**Selected gate families**

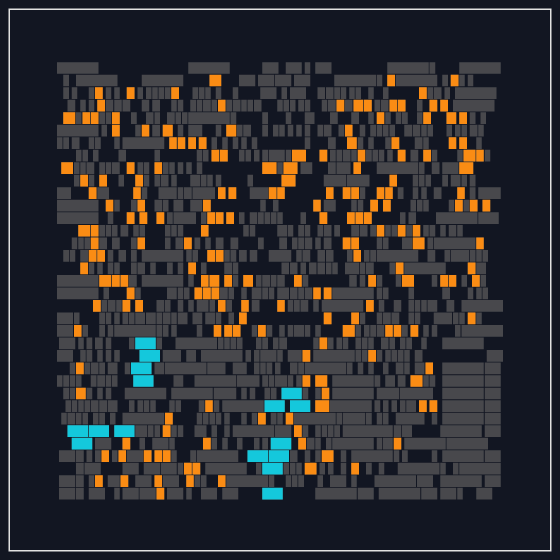
**I/O nets highlighted**

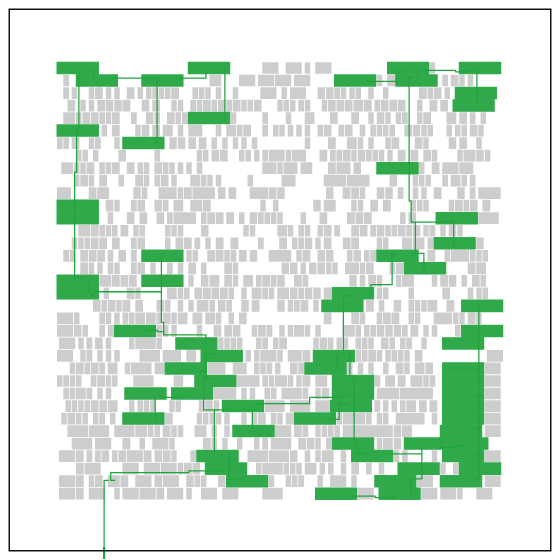
--- src/rtl/msi_pkg.sv ---
// Shared MSI coherence types and the pure next-state functions used by the
// requester (emitter) and snooper (receiver) sides of the cluster.
package msi_pkg;

  typedef enum logic [1:0] {
    ST_I = 2'd0,
    ST_S = 2'd1,
    ST_M = 2'd2
  } state_e;

  typedef enum logic [1:0] {
    OP_RM = 2'd0,
    OP_RH = 2'd1,
    OP_WM = 2'd2,
    OP_WH = 2'd3
  } op_e;

  typedef enum logic [1:0] {
    MSG_NONE       = 2'd0,
    MSG_READ_MISS  = 2'd1,
    MSG_WRITE_MISS = 2'd2,
    MSG_INVALIDATE = 2'd3
  } msg_e;

  typedef enum logic [2:0] {
    FSM_IDLE   = 3'd0,
    FSM_DECODE = 3'd1,
    FSM_BUS    = 3'd2,
    FSM_WB     = 3'd3,
    FSM_DONE   = 3'd4
  } fsm_e;

  typedef struct packed {
    state_e nxt;
    msg_e   msg;
    logic   wb;
  } emit_t;

  typedef struct packed {
    logic [1:0] nxt;
    logic       wb;
  } rcv_t;

  // Requester transition; hits on an invalid line degrade to the matching miss.
  function automatic emit_t emitter_next(input logic [1:0] cur, input op_e op);
    emit_t r;
    r = '{nxt: ST_I, msg: MSG_NONE, wb: 1'b0};
    case (cur)
      2'd1: begin
        case (op)
          OP_RH:   r = '{nxt: ST_S, msg: MSG_NONE,       wb: 1'b0};
          OP_RM:   r = '{nxt: ST_S, msg: MSG_READ_MISS,  wb: 1'b0};
          OP_WH:   r = '{nxt: ST_M, msg: MSG_INVALIDATE, wb: 1'b0};
          default: r = '{nxt: ST_M, msg: MSG_WRITE_MISS, wb: 1'b0};
        endcase
      end
      2'd2: begin
        case (op)
          OP_RM:   r = '{nxt: ST_S, msg: MSG_READ_MISS,  wb: 1'b1};
          OP_WM:   r = '{nxt: ST_M, msg: MSG_WRITE_MISS, wb: 1'b1};
          default: r = '{nxt: ST_M, msg: MSG_NONE,       wb: 1'b0};
        endcase
      end
      default: begin
        if (op == OP_RM || op == OP_RH) r = '{nxt: ST_S, msg: MSG_READ_MISS, wb: 1'b0};
        else                            r = '{nxt: ST_M, msg: MSG_WRITE_MISS, wb: 1'b0};
      end
    endcase
    return r;
  endfunction

  // Snooper transition; wb flags a modified copy that must be written back.
  function automatic rcv_t receiver_next(input logic [1:0] cur, input msg_e msg);
    rcv_t r;
    r = '{nxt: cur, wb: 1'b0};
    case (msg)
      MSG_READ_MISS:  if (cur == 2'd2) r = '{nxt: 2'd1, wb: 1'b1};
      MSG_WRITE_MISS: begin
        if (cur == 2'd1) r = '{nxt: 2'd0, wb: 1'b0};
        if (cur == 2'd2) r = '{nxt: 2'd0, wb: 1'b1};
      end
      MSG_INVALIDATE: if (cur == 2'd1 || cur == 2'd2) r = '{nxt: 2'd0, wb: 1'b0};
      default: r = '{nxt: cur, wb: 1'b0};
    endcase
    return r;
  endfunction

endpackage

--- src/rtl/msi_rr_arbiter.sv ---
// Round-robin arbiter; pointer moves to one past the granted index on advance.
module msi_rr_arbiter #(
  parameter int unsigned N = 4
) (
  input  logic                 clk,
  input  logic                 rst_n,
  input  logic [N-1:0]         req,
  input  logic                 advance,
  output logic [N-1:0]         grant,
  output logic [$clog2(N)-1:0] idx
);

  localparam int unsigned W = $clog2(N);

  logic [W-1:0] ptr;
  logic [W-1:0] cand;
  logic         found;

  // First requester at or after the pointer, wrapping modulo N.
  always_comb begin
    grant = '0;
    idx   = '0;
    found = 1'b0;
    cand  = '0;
    for (int i = 0; i < int'(N); i++) begin
      cand = W'((int'(ptr) + i) % int'(N));
      if (!found && req[cand]) begin
        found       = 1'b1;
        grant[cand] = 1'b1;
        idx         = cand;
      end
    end
  end

  always_ff @(posedge clk or negedge rst_n) begin
    if (!rst_n) begin
      ptr <= '0;
    end else if (advance && found) begin
      ptr <= (idx == W'(N - 1)) ? '0 : idx + W'(1);
    end
  end

endmodule

--- src/rtl/msi_snoop_cluster.sv ---
// MSI snooping controller: serialises core requests onto one snoop bus and
// keeps per-core, per-line coherence state.
module msi_snoop_cluster
  import msi_pkg::*;
#(
  parameter int unsigned N_CORES = 4,
  parameter int unsigned N_LINES = 4
) (
  input  logic                          i_Clock,
  input  logic                          i_Reset_n,
  input  logic [N_CORES-1:0]            i_Req,
  input  logic [2*N_CORES-1:0]          i_Op,
  input  logic [$clog2(N_LINES)*N_CORES-1:0] i_Line,
  input  logic                          i_Poke_En,
  input  logic [$clog2(N_CORES)-1:0]    i_Poke_Core,
  input  logic [$clog2(N_LINES)-1:0]    i_Poke_Line,
  input  logic [1:0]                    i_Poke_State,
  input  logic [$clog2(N_CORES)-1:0]    i_Dbg_Core,
  input  logic [$clog2(N_LINES)-1:0]    i_Dbg_Line,
  output logic [1:0]                    o_Dbg_State,
  output logic [N_CORES-1:0]            o_Ack,
  output logic                          o_Busy,
  output logic                          o_Bus_Valid,
  output logic [1:0]                    o_Bus_Msg,
  output logic [$clog2(N_CORES)-1:0]    o_Bus_Src,
  output logic [$clog2(N_LINES)-1:0]    o_Bus_Line,
  output logic                          o_Writeback,
  output logic [$clog2(N_CORES)-1:0]    o_Wb_Src,
  output logic                          o_Abort
);

  localparam int unsigned CW = $clog2(N_CORES);
  localparam int unsigned LW = $clog2(N_LINES);

  logic [N_CORES-1:0][N_LINES-1:0][1:0] st;

  fsm_e          fsm;
  logic [CW-1:0] gnt_q;
  op_e           op_q;
  logic [LW-1:0] line_q;
  logic [1:0]    req_next_q;
  msg_e          msg_q;
  logic          self_wb_q;
  logic          abort_q;

  logic [N_CORES-1:0] arb_grant;
  logic [CW-1:0]      arb_idx;
  logic               arb_advance;
  op_e                req_op_c;
  logic [LW-1:0]      req_line_c;
  emit_t              emit_c;
  logic [N_CORES-1:0] ack_vec;
  logic [N_CORES-1:0][1:0] snoop_next;
  logic               snoop_any;
  logic [CW-1:0]      snoop_idx;
  rcv_t               rcv;

  assign o_Dbg_State = st[i_Dbg_Core][i_Dbg_Line];
  assign arb_advance = (fsm == FSM_IDLE) && !i_Poke_En;

  msi_rr_arbiter #(.N(N_CORES)) u_arb (
    .clk     (i_Clock),
    .rst_n   (i_Reset_n),
    .req     (i_Req),
    .advance (arb_advance),
    .grant   (arb_grant),
    .idx     (arb_idx)
  );

  // Op and line of the core the arbiter is offering this cycle.
  always_comb begin
    req_op_c   = OP_RM;
    req_line_c = '0;
    for (int c = 0; c < int'(N_CORES); c++) begin
      if (CW'(c) == arb_idx) begin
        req_op_c   = op_e'(i_Op[2*c +: 2]);
        req_line_c = i_Line[LW*c +: LW];
      end
    end
  end

  always_comb begin
    emit_c         = emitter_next(st[gnt_q][line_q], op_q);
    ack_vec        = '0;
    ack_vec[gnt_q] = 1'b1;
  end

  // Snooper updates for the bus line; lowest-index modified snooper reports the writeback.
  always_comb begin
    snoop_any = 1'b0;
    snoop_idx = '0;
    rcv       = '{nxt: 2'd0, wb: 1'b0};
    for (int c = 0; c < int'(N_CORES); c++) begin
      snoop_next[c] = st[c][line_q];
      rcv = receiver_next(st[c][line_q], msg_q);
      if (CW'(c) != gnt_q) begin
        snoop_next[c] = rcv.nxt;
        if (rcv.wb && !snoop_any) begin
          snoop_any = 1'b1;
          snoop_idx = CW'(c);
        end
      end
    end
  end

  always_ff @(posedge i_Clock or negedge i_Reset_n) begin
    if (!i_Reset_n) begin
      st          <= '0;
      fsm         <= FSM_IDLE;
      gnt_q       <= '0;
      op_q        <= OP_RM;
      line_q      <= '0;
      req_next_q  <= 2'd0;
      msg_q       <= MSG_NONE;
      self_wb_q   <= 1'b0;
      abort_q     <= 1'b0;
      o_Ack       <= '0;
      o_Busy      <= 1'b0;
      o_Bus_Valid <= 1'b0;
      o_Bus_Msg   <= 2'd0;
      o_Bus_Src   <= '0;
      o_Bus_Line  <= '0;
      o_Writeback <= 1'b0;
      o_Wb_Src    <= '0;
      o_Abort     <= 1'b0;
    end else begin
      o_Ack       <= '0;
      o_Abort     <= 1'b0;
      o_Bus_Valid <= 1'b0;
      o_Bus_Msg   <= 2'd0;
      o_Bus_Src   <= '0;
      o_Bus_Line  <= '0;
      o_Writeback <= 1'b0;
      o_Wb_Src    <= '0;
      case (fsm)
        FSM_IDLE: begin
          if (i_Poke_En) begin
            st[i_Poke_Core][i_Poke_Line] <= i_Poke_State;
          end else if (|arb_grant) begin
            gnt_q  <= arb_idx;
            op_q   <= req_op_c;
            line_q <= req_line_c;
            fsm    <= FSM_DECODE;
            o_Busy <= 1'b1;
          end
        end
        FSM_DECODE: begin
          req_next_q <= emit_c.nxt;
          msg_q      <= emit_c.msg;
          self_wb_q  <= emit_c.wb;
          abort_q    <= 1'b0;
          if (emit_c.msg == MSG_NONE) begin
            fsm   <= FSM_DONE;
            o_Ack <= ack_vec;
          end else begin
            fsm         <= FSM_BUS;
            o_Bus_Valid <= 1'b1;
            o_Bus_Msg   <= emit_c.msg;
            o_Bus_Src   <= gnt_q;
            o_Bus_Line  <= line_q;
          end
        end
        FSM_BUS: begin
          for (int c = 0; c < int'(N_CORES); c++) st[c][line_q] <= snoop_next[c];
          abort_q <= snoop_any;
          if (snoop_any || self_wb_q) begin
            fsm         <= FSM_WB;
            o_Writeback <= 1'b1;
            o_Wb_Src    <= snoop_any ? snoop_idx : gnt_q;
          end else begin
            fsm   <= FSM_DONE;
            o_Ack <= ack_vec;
          end
        end
        FSM_WB: begin
          fsm     <= FSM_DONE;
          o_Ack   <= ack_vec;
          o_Abort <= abort_q;
        end
        FSM_DONE: begin
          st[gnt_q][line_q] <= req_next_q;
          fsm    <= FSM_IDLE;
          o_Busy <= 1'b0;
        end
        default: begin
          fsm    <= FSM_IDLE;
          o_Busy <= 1'b0;
        end
      endcase
    end
  end

endmodule

--- config.mk ---
export PLATFORM = sky130hd
export DESIGN_NAME = msi_snoop_cluster
export DESIGN_NICKNAME = d
export VERILOG_FILES = /design/src/rtl/msi_pkg.sv /design/src/rtl/msi_rr_arbiter.sv /design/src/rtl/msi_snoop_cluster.sv
export SDC_FILE = /design/constraint.sdc
export NUM_CORES = 1
export LEC_CHECK = 0
export ABC_AREA = 1
export ABC_CLOCK_PERIOD_IN_PS = 3300
export CORE_MARGIN = 10
export CORE_UTILIZATION = 59
export CTS_CLUSTER_DIAMETER = 200
export DETAILED_ROUTE_END_ITERATION = 10
export GPL_TIMING_DRIVEN = 0
export PLACE_DENSITY = 0.82
export SKIP_LAST_GASP = 1
export SYNTH_ARGS = -nofsm -noshare
export SYNTH_HDL_FRONTEND = slang
export SYNTH_SLANG_ARGS = --single-unit
export TNS_END_PERCENT = 20
--- constraint.sdc ---
create_clock -name i_Clock -period 3.3 [get_ports i_Clock]
set_clock_uncertainty 0.1 [all_clocks]
set_input_delay 0.66 -clock i_Clock [delete_from_list [all_inputs] [get_ports i_Clock]]
set_output_delay 0.66 -clock i_Clock [all_outputs]
set_load 0.005 [all_outputs]
==> run_results.csv <==
group,metric,value,unit
outcome,status,"completed",
route,wl,19.66,mm
worst_setup_path,critPathKind,"input port to output pin",
global_route,grt_pass1_wl,31.28,mm
yosys,yosys.cell_types.count,36,
global_route,grt_pass1_vias,5895,
power,clk-power,0.000744,W
global_route,top_usage_layer,"met2",
worst_setup_path,end_kind,"output pin",
final_layout,drive_gt1_share,6.586,%
worst_setup_path,crit_slowest_cell,"clkdlybuf4s50_1",
power,p_clk_share,11.2,%
worst_setup_path,r2r_start,"line_q[1]",
clock_network,clkLatencyLatePin,0.36,ns
power,p_leak,3.321,nW
worst_setup_path,worst-r2r-cell-count,16,
global_route,antenna_found_initial,0,
yosys,synthSimpleGateAreaFrac,38.11,%
final_layout,combGateArea,3357,um2
power,seqPwrFrac,22.7,%
route,dr.pass1.iters,8,
worst_setup_path,crit_required,2.54,ns
final_layout,nNonClkBuffers,82,
placed_design,finalWeightedCongestion,1.066,
yosys,ys_sh_aoi,18.32,%
final_layout,nets,1031,
final_layout,fin_area,6479,um2
yosys,synthTopCellsByArea,"dfrtp_1 29%, nand2_1 18%, a21oi_1 7.4%",
yosys,adder_share,3.583,%
final_layout,final_cells,1116,
clock_network,htree_levels,3,
global_route,met1_usage,37.30,%
global_route,grt_max_degree,66,
global_route,overflow,0,
worst_setup_path,cp.arrival,2.35,ns
final_layout,n_all_inverters,115,
timing,fmax,0.3214,GHz
route,met2_length,8.331,mm
clock_network,clock_path_buffers,2,
worst_setup_path,cp.depth,7,
clock_network,cts_root_buf,"clkbuf_8",
yosys,ys_seq_share,29.11,%
yosys,synth_flops,65,
placed_design,pre_cts_slack,-0.2264,ns
worst_setup_path,max_stage_delay,0.51,ns
final_layout,clock_area_share,3.206,%
final_layout,sh_seq_area,25.11,%
yosys,synth_top_area_share,29.11,%
final_layout,fillers,849,
timing,setup_viol,0,
yosys,ys_sh_xor,0,%
route,drt-met1-wl,7.623,mm
power,total_power,0.006634,W
clock_network,cts_resized,8,
global_route,grt.total_usage,27.66,%
timing,slew_viol_final,0,
timing,post-route-min-period,3.112,ns
power,p_comb,0.00439,W
timing,rsz0062_at_grt,"yes",
yosys,yosysWarningCount,0,
yosys,avgSynthCellArea,6.067,um2
placed_design,placedCellCount,1100,
yosys,synthCells,921,
yosys,ys_async_sr_fraction,100.0,%
timing,hold_violations,0,
power,switching_power,0.003777,W
yosys,flop_cell,"dfrtp_1",
clock_network,cts.sinks,65,
global_route,use_met3,6.763,%
route,drc,0,
power,swShare,56.93,%
clock_network,cts_tree,"yes",
floorplan,chip_area,13760,um2
final_layout,layout_top_cell,"nand2_1",
clock_network,ctsHoldBuffers,0,
power,intPower,0.002857,W
clock_network,numCtsBuffers,9,
placed_design,place_area,6247,um2
timing,relSlewSlack,42.78,%
yosys,most_common_cell,"nand2_1",
final_layout,largest_class,"multi-input combinational cells",
clock_network,post_cts_buffers,0,
final_layout,ff_count,65,
final_layout,final_cell_mix,"271 x nand2_1, 106 x inv_1, 101 x nor2_1, 82 x a21oi_1, 71 x o21ai_0",
final_layout,postLayoutCoreUtil,70.12,%
timing,fin_crit_sh,94.30,%
worst_setup_path,cp.buffers_inverters,3,
yosys,synthMuxAreaShare,0,%
worst_setup_path,critPathLaunchType,"input port",
yosys,yosysCellCount,921,
yosys,common_cells,"271 x nand2_1, 106 x inv_1, 101 x nor2_1, 83 x a21oi_1, 71 x o21ai_0",
timing,tightest_slew,0.8583,ns
worst_setup_path,cp_top_family,"buffers and inverters",
clock_network,clk_pin_slew,0.09,ns
timing,hold_ws,0.3095,ns
final_layout,buffer_area_share,10.68,%
final_layout,antenna_cells,0,
final_layout,syn2layout_area_growth,15.94,%
route,via_per_inst,5.863,
floorplan,rows,35,
final_layout,comb_share,51.82,%
worst_setup_path,reg2reg_slack,0.20,ns
yosys,yosysChipArea,5588,um2
route,ant_nets,0,
job,openroad.warnings,39,
yosys,largest_area_cell,"dfrtp_1",
route,wl_per_cell,17.61,um
floorplan,dieHeight,117.3,um
floorplan,io_pins,51,
placed_design,hpwl,14.43,mm
power,ir_drop,0.6995,mV
timing,fin_tns_setup,0,ns
worst_setup_path,crit_fanout,10,
power,power_leader,"combinational logic",
final_layout,layout.clock_buffers,9,
floorplan,tap_cells,129,
route,top_layer,"met4",
floorplan,fp-utilization,60.47,%
yosys,synthTopLogicFamily,"simple AND/OR/NAND/NOR gates",
route,drt_iter0_drc,1167,
power,power.density,1024,nW/um2
floorplan,fp.dieW,117.3,um
final_layout,num-multi-input-gates,709,
yosys,synth_area,5588,um2
global_route,met2_usage,40.66,%
yosys,synth_nets,970,
worst_setup_path,cp_cell_sequence,"dlygate4sd2_1 > clkbuf_4 > o21ai_0 > a21oi_1 > o221ai_1 > nand2_1 > clkdlybuf4s50_1",
final_layout,flop_area,1627,um2
power,pg_seq,0.00150,W
power,p_comb_share,66.1,%
job,cap_violations,0,
route,dr_total_vias,6543,
Notes on 'selected gate families' above:
Orange stands for inverting AOI/OAI gates, cells 189, most used a21oi_1, where widely spread. Cyan stands for adder and majority cells, cells 16, most used ha_1.

Notes on 'I/O nets highlighted' above:
Green stands for `i_Reset_n`, bits 1, direction input, end cells 65, buffers 1, wire 521 um.

Power is estimated from default activity; no workload was simulated.
